drive_strength.png
The bar under the picture is 20 um long.
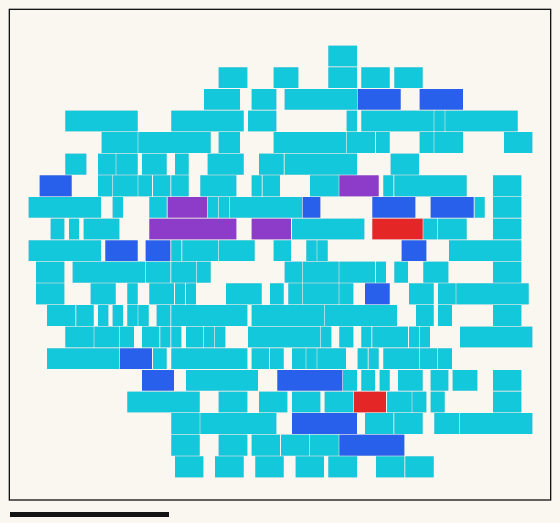
final_placement.png
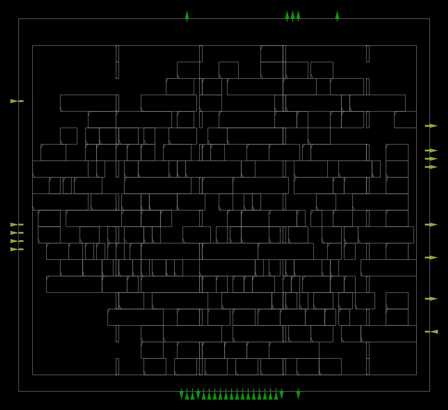
### src/rtl/irrig_sched_if.sv
// Zone request/duration inputs and valve/status outputs of irrig_sched.
// Rain exists only when RAIN_INHIBIT_EN is defined.
interface irrig_sched_if;
    logic [3:0] Req;
    logic [3:0] D0;
    logic [3:0] D1;
    logic [3:0] D2;
    logic [3:0] D3;
`ifdef RAIN_INHIBIT_EN
    logic       Rain;
`endif
    logic [3:0] Grant;
    logic [3:0] Valve;
    logic [1:0] Zone;
    logic [3:0] Cnt;
    logic       Busy;
    logic       Done;

    modport master (
`ifdef RAIN_INHIBIT_EN
        output Rain,
`endif
        output Req, D0, D1, D2, D3,
        input  Grant, Valve, Zone, Cnt, Busy, Done
    );

    modport slave (
`ifdef RAIN_INHIBIT_EN
        input  Rain,
`endif
        input  Req, D0, D1, D2, D3,
        output Grant, Valve, Zone, Cnt, Busy, Done
    );
endinterface

### src/rtl/irrig_sched.sv
// Four-zone irrigation sequencer: rotating grant, one shared run timer.
// Define RAIN_INHIBIT_EN to add a Rain input that holds off grants and pauses runs.
module irrig_sched #(
    parameter int GAP_CYC = 2
) (
    input logic          Ck,
    input logic          Clr,
    irrig_sched_if.slave bus
);
    typedef enum logic [1:0] {IDLE, LOAD, RUN, GAP} state_t;

    localparam int         GAP_LD_I = (GAP_CYC > 0) ? GAP_CYC - 1 : 0;
    localparam logic [3:0] GAP_LD   = 4'(GAP_LD_I);
    localparam bit         GAP_SKIP = (GAP_CYC == 0);
    localparam state_t     POST     = GAP_SKIP ? IDLE : GAP;

    state_t     state_q;
    logic [1:0] ptr_q;
    logic [1:0] zone_q;
    logic [3:0] grant_q;
    logic [3:0] valve_q;
    logic [3:0] cnt_q;
    logic [3:0] gap_q;
    logic       busy_q;
    logic       done_q;

    logic [1:0] sel_d;
    logic       found_d;
    logic [3:0] dur_d;
    logic       rain_w;

`ifdef RAIN_INHIBIT_EN
    assign rain_w = bus.Rain;
`else
    assign rain_w = 1'b0;
`endif

    // Scan from the highest offset down so the nearest set bit after ptr wins.
    always_comb begin
        sel_d   = ptr_q;
        found_d = 1'b0;
        for (int k = 3; k >= 0; k--) begin
            if (bus.Req[ptr_q + 2'(k)]) begin
                sel_d   = ptr_q + 2'(k);
                found_d = 1'b1;
            end
        end
    end

    always_comb begin
        dur_d = bus.D0;
        unique case (zone_q)
            2'd0: dur_d = bus.D0;
            2'd1: dur_d = bus.D1;
            2'd2: dur_d = bus.D2;
            2'd3: dur_d = bus.D3;
        endcase
    end

    always_ff @(posedge Ck or negedge Clr) begin
        if (!Clr) begin
            state_q <= IDLE;
            ptr_q   <= 2'd0;
            zone_q  <= 2'd0;
            grant_q <= 4'd0;
            valve_q <= 4'd0;
            cnt_q   <= 4'd0;
            gap_q   <= 4'd0;
            busy_q  <= 1'b0;
            done_q  <= 1'b0;
        end else begin
            done_q <= 1'b0;
            unique case (state_q)
                IDLE: begin
                    if (found_d && !rain_w) begin
                        state_q <= LOAD;
                        zone_q  <= sel_d;
                        ptr_q   <= sel_d + 2'd1;
                        grant_q <= 4'd1 << sel_d;
                        busy_q  <= 1'b1;
                    end
                end
                LOAD: begin
                    if (!bus.Req[zone_q]) begin
                        cnt_q   <= 4'd0;
                        state_q <= POST;
                        gap_q   <= GAP_LD;
                        if (GAP_SKIP) begin
                            grant_q <= 4'd0;
                            busy_q  <= 1'b0;
                        end
                    end else if (dur_d == 4'd0) begin
                        cnt_q   <= 4'd0;
                        state_q <= IDLE;
                        grant_q <= 4'd0;
                        busy_q  <= 1'b0;
                    end else begin
                        cnt_q   <= dur_d;
                        valve_q <= grant_q;
                        state_q <= RUN;
                    end
                end
                RUN: begin
                    if (!bus.Req[zone_q]) begin
                        cnt_q   <= 4'd0;
                        valve_q <= 4'd0;
                        state_q <= POST;
                        gap_q   <= GAP_LD;
                        if (GAP_SKIP) begin
                            grant_q <= 4'd0;
                            busy_q  <= 1'b0;
                        end
                    end else if (rain_w) begin
                        valve_q <= 4'd0;
                    end else if (cnt_q <= 4'd1) begin
                        cnt_q   <= 4'd0;
                        valve_q <= 4'd0;
                        done_q  <= 1'b1;
                        state_q <= POST;
                        gap_q   <= GAP_LD;
                        if (GAP_SKIP) begin
                            grant_q <= 4'd0;
                            busy_q  <= 1'b0;
                        end
                    end else begin
                        cnt_q   <= cnt_q - 4'd1;
                        valve_q <= grant_q;
                    end
                end
                GAP: begin
                    if (gap_q == 4'd0) begin
                        state_q <= IDLE;
                        grant_q <= 4'd0;
                        busy_q  <= 1'b0;
                    end else begin
                        gap_q <= gap_q - 4'd1;
                    end
                end
            endcase
        end
    end

    assign bus.Grant = grant_q;
    assign bus.Valve = valve_q;
    assign bus.Zone  = zone_q;
    assign bus.Cnt   = cnt_q;
    assign bus.Busy  = busy_q;
    assign bus.Done  = done_q;
endmodule

### src/flat_wrapper.sv
// flat-port wrapper written by rule: the top's interface ports become plain ports
module irrig_sched_flat 
#(
    parameter int GAP_CYC = 2
)
  (Ck, Clr, bus_Req, bus_D0, bus_D1, bus_D2, bus_D3, bus_Grant, bus_Valve, bus_Zone, bus_Cnt, bus_Busy, bus_Done);
  irrig_sched_if bus_i ();
  input logic Ck;
  input logic Clr;
  input wire logic [$bits(bus_i.Req)-1:0] bus_Req;
  input wire logic [$bits(bus_i.D0)-1:0] bus_D0;
  input wire logic [$bits(bus_i.D1)-1:0] bus_D1;
  input wire logic [$bits(bus_i.D2)-1:0] bus_D2;
  input wire logic [$bits(bus_i.D3)-1:0] bus_D3;
  output wire logic [$bits(bus_i.Grant)-1:0] bus_Grant;
  output wire logic [$bits(bus_i.Valve)-1:0] bus_Valve;
  output wire logic [$bits(bus_i.Zone)-1:0] bus_Zone;
  output wire logic [$bits(bus_i.Cnt)-1:0] bus_Cnt;
  output wire logic [$bits(bus_i.Busy)-1:0] bus_Busy;
  output wire logic [$bits(bus_i.Done)-1:0] bus_Done;
  assign bus_i.Req = bus_Req;
  assign bus_i.D0 = bus_D0;
  assign bus_i.D1 = bus_D1;
  assign bus_i.D2 = bus_D2;
  assign bus_i.D3 = bus_D3;
  assign bus_Grant = bus_i.Grant;
  assign bus_Valve = bus_i.Valve;
  assign bus_Zone = bus_i.Zone;
  assign bus_Cnt = bus_i.Cnt;
  assign bus_Busy = bus_i.Busy;
  assign bus_Done = bus_i.Done;
  irrig_sched #(.GAP_CYC(GAP_CYC)) u_core (.Ck(Ck), .Clr(Clr), .bus(bus_i));
endmodule
### config.mk
export PLATFORM = sky130hd
export DESIGN_NAME = irrig_sched_flat
export DESIGN_NICKNAME = d
export VERILOG_FILES = /design/src/rtl/irrig_sched_if.sv /design/src/rtl/irrig_sched.sv /design/src/flat_wrapper.sv
export SDC_FILE = /design/constraint.sdc
export NUM_CORES = 1
export LEC_CHECK = 0
export ABC_CLOCK_PERIOD_IN_PS = 5300
export CORE_ASPECT_RATIO = 0.9
export CORE_MARGIN = 2
export CORE_UTILIZATION = 45
export CTS_BUF_LIST = sky130_fd_sc_hd__clkbuf_2 sky130_fd_sc_hd__clkbuf_4 sky130_fd_sc_hd__clkbuf_8
export DETAILED_ROUTE_END_ITERATION = 12
export PLACE_DENSITY = 0.84
export RECOVER_POWER = 25
export SYNTH_ARGS = -nofsm -noshare
export SYNTH_HDL_FRONTEND = slang
export SYNTH_SLANG_ARGS = --single-unit
### constraint.sdc
create_clock -name Ck -period 5.3 [get_ports Ck]
set_input_delay 1.325 -clock Ck [delete_from_list [all_inputs] [get_ports Ck]]
set_output_delay 1.325 -clock Ck [all_outputs]
set_load 0.1 [all_outputs]
==> flow_summary.yaml <==
# yosys + openroad results
drt:
  wl_met1_mm: 1.62
  drc: 0
  postRouteAntennaNets: 0
  drt_first_pass_iters: 4
  wl_met3_um: 134
synthesis:
  ys_seq_share_pct: 36.3
  synth_nets: 192
  synth.distinct_cells: 41
  xor_share_pct: 0
  avgSynthCellArea_um2: 10.6
  yosys_warnings: 0
  postSynthCellCount: 157
  top_logic_kind: "AND-OR/OR-AND gates"
  edf_count: 0
place:
  post_dp_cell_area_um2: 2060
  dp_slack_ns: 1.83
  io_buffers: 37
grt:
  grt_use_total_pct: 19.2
  grt.busiest_layer: "met2"
  overflow: 0
  grt_pass1_vias: 1304
worst_setup_path:
  startpoint_type: "flop"
  r2r_setup_slack_ns: 2.96
  r2r_end: "u_core.bus.Valve[2]"
  worst-path-max-fanout: 8
  critPathRequiredTime_ns: 3.97
  critPathSlowestCell: "clkdlybuf4s50_1"
  cp.arrival_ns: 2.01
finish:
  clkbuf_count: 3
  largest_class: "logic gates"
  layout_top_cell: "clkdlybuf4s50_1"
  register_area_um2: 601
  fin_util_pct: 61.7
  fin_cells: 238
  clk_share_pct: 3.35
  layout.nonclk_buf_share_pct: 17.4
worst_hold_path:
  hp-start: "u_core.bus.Busy"
  holdPathEnd: "u_core.bus.Busy"
run:
  warnings: 35
  drv_cap: 0
floorplan:
  dieArea_um2: 4180
  fp_util_pct: 48.0
cts:
  insertion_delay_ns: 0.27
  cts_sinks: 24
final_timing:
  slew_headroom_pct: 26.6
  fin_skew_ns: 0.0101
  hold_violations: 0
  holdWs_ns: 0.490
status:
  outcome: "finished, final reports clean"
## Picture notes: drive_strength.png
legend:
  cyan:
    size: drive 1 or less
    cells: 173
    most_used: clkdlybuf4s50_1
  purple:
    size: drive 6 and up
    cells: 4
    most_used: clkbuf_8
  red:
    size: drive 3 to 4
    cells: 2
  blue:
    size: drive 2
    cells: 15
Area Overhead vs Synth: 28.5%
Final WS setup: 1.96 ns
design area: 2130 um2
Non-clk bufs: 37

## Picture notes: final_placement.png
core footprint: 3450 um2
fraction of area in registers: 28.2%

## cells by family after synthesis
family | Yosys count
adder cells (fa/ha/maj) | 13
flip-flops | 24
multiplexers | 15
buffers and inverters | 20
AND/OR/NAND/NOR | 43
AND-OR/OR-AND | 42
## cell usage after synthesis (4+ instances only)
master,instances,area (um2)
dfrtp_1,24,601
inv_1,16,60.1
ha_1,13,163
nor2_1,11,41.3
a21oi_1,9,45.0
nand3_1,7,35.0
o21ai_0,6,30.0
a22o_1,5,43.8
mux2i_1,5,50.1
nand2_1,5,18.8
nand2b_1,5,31.3
o2bb2ai_1,5,43.8
mux2_2,4,45.0
o221ai_2,4,60.1
